===== config.mk =====
export PLATFORM = sky130hd
export DESIGN_NAME = vldst_unit
export DESIGN_NICKNAME = d
export VERILOG_FILES = /design/src/rtl/vldst_unit.sv
export SDC_FILE = /design/constraint.sdc
export NUM_CORES = 1
export LEC_CHECK = 0
export CAP_MARGIN = 20
export CORE_MARGIN = 1
export CORE_UTILIZATION = 25
export DETAILED_ROUTE_END_ITERATION = 6
export PLACE_DENSITY = 0.48
export SYNTH_ARGS = -nofsm -noshare
export SYNTH_HDL_FRONTEND = slang
export SYNTH_SLANG_ARGS = --single-unit
export TNS_END_PERCENT = 10

===== constraint.sdc =====
create_clock -name Clk1 -period 9.7 [get_ports Clk1]
set_input_delay 1.455 -clock Clk1 [delete_from_list [all_inputs] [get_ports Clk1]]
set_output_delay 1.455 -clock Clk1 [all_outputs]
set_load 0.05 [all_outputs]

===== src/rtl/vldst_unit.sv =====
// ---------------------------------------------------------------------------
// vldst_unit -- vector load/store engine for a 16 x 16-bit vector.
//
// A vld (Op=0) reads 16 consecutive memory words starting at BaseAddr into
// VecOut. A vst (Op=1) writes the 16 elements of VecIn to 16 consecutive
// memory words starting at BaseAddr. Addresses wrap modulo 2^16.
//
// Memory model assumed: the memory samples Addr/RD on a rising edge and the
// read data on DataIn is valid for capture on the following rising edge.
//
// Ports
//   Clk1      in   1    sole clock, rising edge
//   Reset     in   1    asynchronous, active-low reset
//   Start     in   1    request pulse, sampled only in IDLE
//   Op        in   1    0 = vld (memory->vector), 1 = vst (vector->memory)
//   BaseAddr  in   16   word address of element 0, sampled with Start
//   VecIn     in   256  vector to store, element i = VecIn[16i+15:16i]
//   VecOut    out  256  last loaded vector, same packing
//   Busy      out  1    high in every state except IDLE
//   Done      out  1    one-cycle completion pulse
//   Addr      out  16   memory word address
//   RD        out  1    memory read strobe
//   WR        out  1    memory write strobe
//   DataOut   out  16   memory write data
//   DataIn    in   16   memory read data
// ---------------------------------------------------------------------------
module vldst_unit (
  input  logic         Clk1,
  input  logic         Reset,
  input  logic         Start,
  input  logic         Op,
  input  logic [15:0]  BaseAddr,
  input  logic [255:0] VecIn,
  output logic [255:0] VecOut,
  output logic         Busy,
  output logic         Done,
  output logic [15:0]  Addr,
  output logic         RD,
  output logic         WR,
  output logic [15:0]  DataOut,
  input  logic [15:0]  DataIn
);

  typedef enum logic [2:0] {
    ST_IDLE   = 3'd0,
    ST_LOAD   = 3'd1,
    ST_LDRAIN = 3'd2,
    ST_STORE  = 3'd3,
    ST_FIN    = 3'd4
  } state_t;

  // Pick element idx out of a packed 16 x 16-bit vector.
  function automatic logic [15:0] elem_sel(input logic [255:0] vec,
                                           input logic [3:0]   idx);
    return vec[{idx, 4'b0000} +: 16];
  endfunction

  state_t         state_q, state_d;
  logic [3:0]     k_q, k_d;
  logic [15:0]    base_q, base_d;
  logic [255:0]   vec_in_q, vec_in_d;
  logic [255:0]   shadow_q, shadow_d;
  logic [255:0]   vec_out_q, vec_out_d;
  logic [15:0]    addr_q, addr_d;
  logic [15:0]    data_out_q, data_out_d;
  logic           rd_q, rd_d;
  logic           wr_q, wr_d;
  logic           busy_q, busy_d;
  logic           done_q, done_d;

  logic [3:0]     k_inc_s;
  logic [3:0]     cap_idx_s;

  assign k_inc_s   = k_q + 4'd1;
  // Read data lags the presented address by one element: while address k is
  // on the bus, DataIn carries element k-1.
  assign cap_idx_s = k_q - 4'd1;

  // Next-state and next-output logic for the load/store sequencer.
  always_comb begin
    state_d    = state_q;
    k_d        = k_q;
    base_d     = base_q;
    vec_in_d   = vec_in_q;
    shadow_d   = shadow_q;
    vec_out_d  = vec_out_q;
    addr_d     = addr_q;
    data_out_d = data_out_q;
    rd_d       = 1'b0;
    wr_d       = 1'b0;
    done_d     = 1'b0;

    case (state_q)
      ST_IDLE: begin
        if (Start) begin
          base_d   = BaseAddr;
          vec_in_d = VecIn;
          k_d      = 4'd0;
          addr_d   = BaseAddr;
          if (Op) begin
            state_d    = ST_STORE;
            wr_d       = 1'b1;
            data_out_d = elem_sel(VecIn, 4'd0);
          end else begin
            state_d = ST_LOAD;
            rd_d    = 1'b1;
          end
        end else begin
          state_d = ST_IDLE;
        end
      end

      ST_LOAD: begin
        if (k_q != 4'd0) begin
          shadow_d[{cap_idx_s, 4'b0000} +: 16] = DataIn;
        end else begin
          shadow_d = shadow_q;
        end
        if (k_q == 4'd15) begin
          state_d = ST_LDRAIN;
          k_d     = 4'd0;
        end else begin
          k_d    = k_inc_s;
          addr_d = base_q + {12'd0, k_inc_s};
          rd_d   = 1'b1;
        end
      end

      ST_LDRAIN: begin
        // Last element arrives now; publish the whole vector in one edge.
        shadow_d[255:240] = DataIn;
        vec_out_d         = {DataIn, shadow_q[239:0]};
        done_d            = 1'b1;
        state_d           = ST_FIN;
      end

      ST_STORE: begin
        if (k_q == 4'd15) begin
          state_d = ST_FIN;
          k_d     = 4'd0;
          done_d  = 1'b1;
        end else begin
          k_d        = k_inc_s;
          addr_d     = base_q + {12'd0, k_inc_s};
          data_out_d = elem_sel(vec_in_q, k_inc_s);
          wr_d       = 1'b1;
        end
      end

      ST_FIN: begin
        // Start is deliberately not looked at here.
        state_d = ST_IDLE;
      end

      default: begin
        state_d = ST_IDLE;
        k_d     = 4'd0;
      end
    endcase

    busy_d = (state_d != ST_IDLE);
  end

  // State and registered-output flops with asynchronous active-low reset.
  always_ff @(posedge Clk1 or negedge Reset) begin
    if (!Reset) begin
      state_q    <= ST_IDLE;
      k_q        <= 4'd0;
      base_q     <= 16'd0;
      vec_in_q   <= 256'd0;
      shadow_q   <= 256'd0;
      vec_out_q  <= 256'd0;
      addr_q     <= 16'd0;
      data_out_q <= 16'd0;
      rd_q       <= 1'b0;
      wr_q       <= 1'b0;
      busy_q     <= 1'b0;
      done_q     <= 1'b0;
    end else begin
      state_q    <= state_d;
      k_q        <= k_d;
      base_q     <= base_d;
      vec_in_q   <= vec_in_d;
      shadow_q   <= shadow_d;
      vec_out_q  <= vec_out_d;
      addr_q     <= addr_d;
      data_out_q <= data_out_d;
      rd_q       <= rd_d;
      wr_q       <= wr_d;
      busy_q     <= busy_d;
      done_q     <= done_d;
    end
  end

  assign VecOut  = vec_out_q;
  assign Busy    = busy_q;
  assign Done    = done_q;
  assign Addr    = addr_q;
  assign RD      = rd_q;
  assign WR      = wr_q;
  assign DataOut = data_out_q;

endmodule


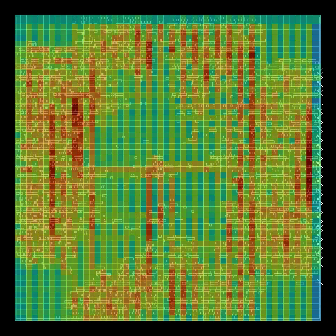
(images/congestion.png)
GRT busiest layer: met2
M3 GR Usage: 6.41%
fin util: 33.4%
drt wl/cell: 22.3 um
total track usage: 16.8%

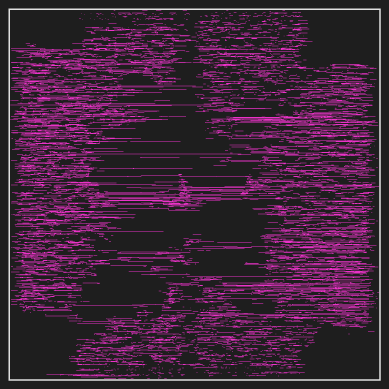
(images/layer_met1.png)
Scale: 1 px per um.
longest straight run = 201 um
nets with wire on the layer = 3,201
share of all routed wire = 42%
wire length on this layer = 48.1 mm

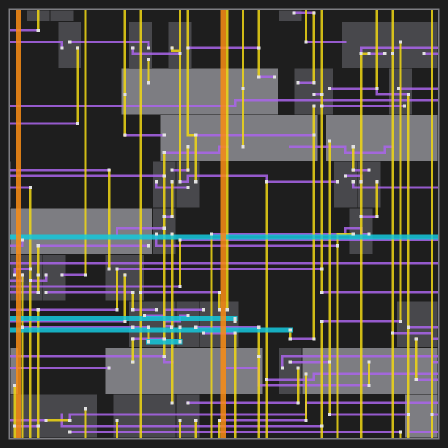
(images/detail.png)
Window x 80 to 105, y 264 to 289 um. Cells in gray, sequential cells in the stronger gray; small squares are vias.
metal 3 -> cyan
metal 2 -> yellow
metal 1 -> purple
metal 4 -> orange
cells with their middle in the window = 28
netlist names of flops here include = `vec_in_q` (4), `DataOut` (2)
most frequent = nand2_1 (13), dfrtp_1 (6), mux4_2 (2)
sequential cells in the window = 6

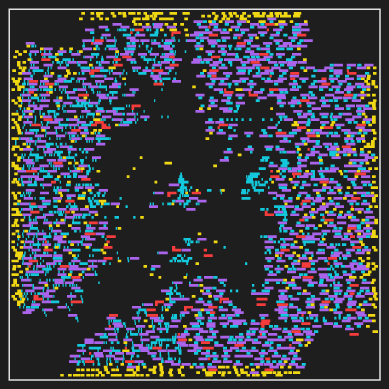
(images/placement_by_type.png)
Scale: 1 px per um.
combinational and other logic -> cyan  # cells 1,811, share of their area 30%
clock drivers and dummy loads -> red  # cells 173, share of their area 7.5%
other buffers and delay cells -> yellow  # cells 609, share of their area 14%
flops -> purple  # cells 811, share of their area 48%

==> impl_metrics.ini <==
; generated from flow reports
[run_status]
status = finished with violations
violations = design-rule violations

[layout]
buffer_area_share_pct = 13.7
nClkBuffers = 138
drive_gt1_share_pct = 22.6
clk_share_pct = 7.14
area_growth_pct = 32.5
antenna_cells = 3
seq_share_pct = 45.4
lay_top_cells = 847 x nand2_1, 810 x dfrtp_1, 582 x clkdlybuf4s50_1
largestClassByArea = registers
comb-cell-share_pct = 28.4

[power_and_ir_drop]
p_sw_share_pct = 40.9

[yosys]
top_area_share_pct = 60.2
top_cell = nand2_1
ys_seq_elements = 811
post_synth_fa_ha_maj_area_fraction_pct = 0.430
flop_cell = dfrtp_1
yosys.area.top_type = dfrtp_1
mux_area_share_pct = 20.9

[worst_setup_path]
path_delay_family = buffers and inverters
slowest_stage = nor2_2
cp-start-kind = flop

[hold_path]
holdPathEnd = vec_in_q[239]

[sta]
rsz0062_at_grt = false

[routing]
drcViolationCount = 88
-- power by group through the flow --
stage          Combinational (W)  Sequential (W)  Clock [W]
2_1_floorplan            0.00308         0.00667          0
3_3_place_gp             0.00695         0.00550          0
5_1_grt                  0.00737         0.00560    0.00394
3_5_place_dp             0.00699         0.00552          0
6_report                 0.00685         0.00544    0.00367
4_1_cts                  0.00701         0.00547    0.00381
-- tightest hold or removal path, delay by kind of cell (launching register included) --
family / cells / cell delay, ps
DFF: 1 / 340
and+or+nand+nor: 2 / 100
-- state kept, by name, summed over array words and instances, names as in the netlist --
register,count
DataOut,16
Addr,16
shadow_q,240
state_q,3
base_q,16
vec_in_q,256
k_q,4
RD,1
WR,1
VecOut,256
Done,1
Busy,1
No activity file was given, so power comes from the tool's default toggle rates.
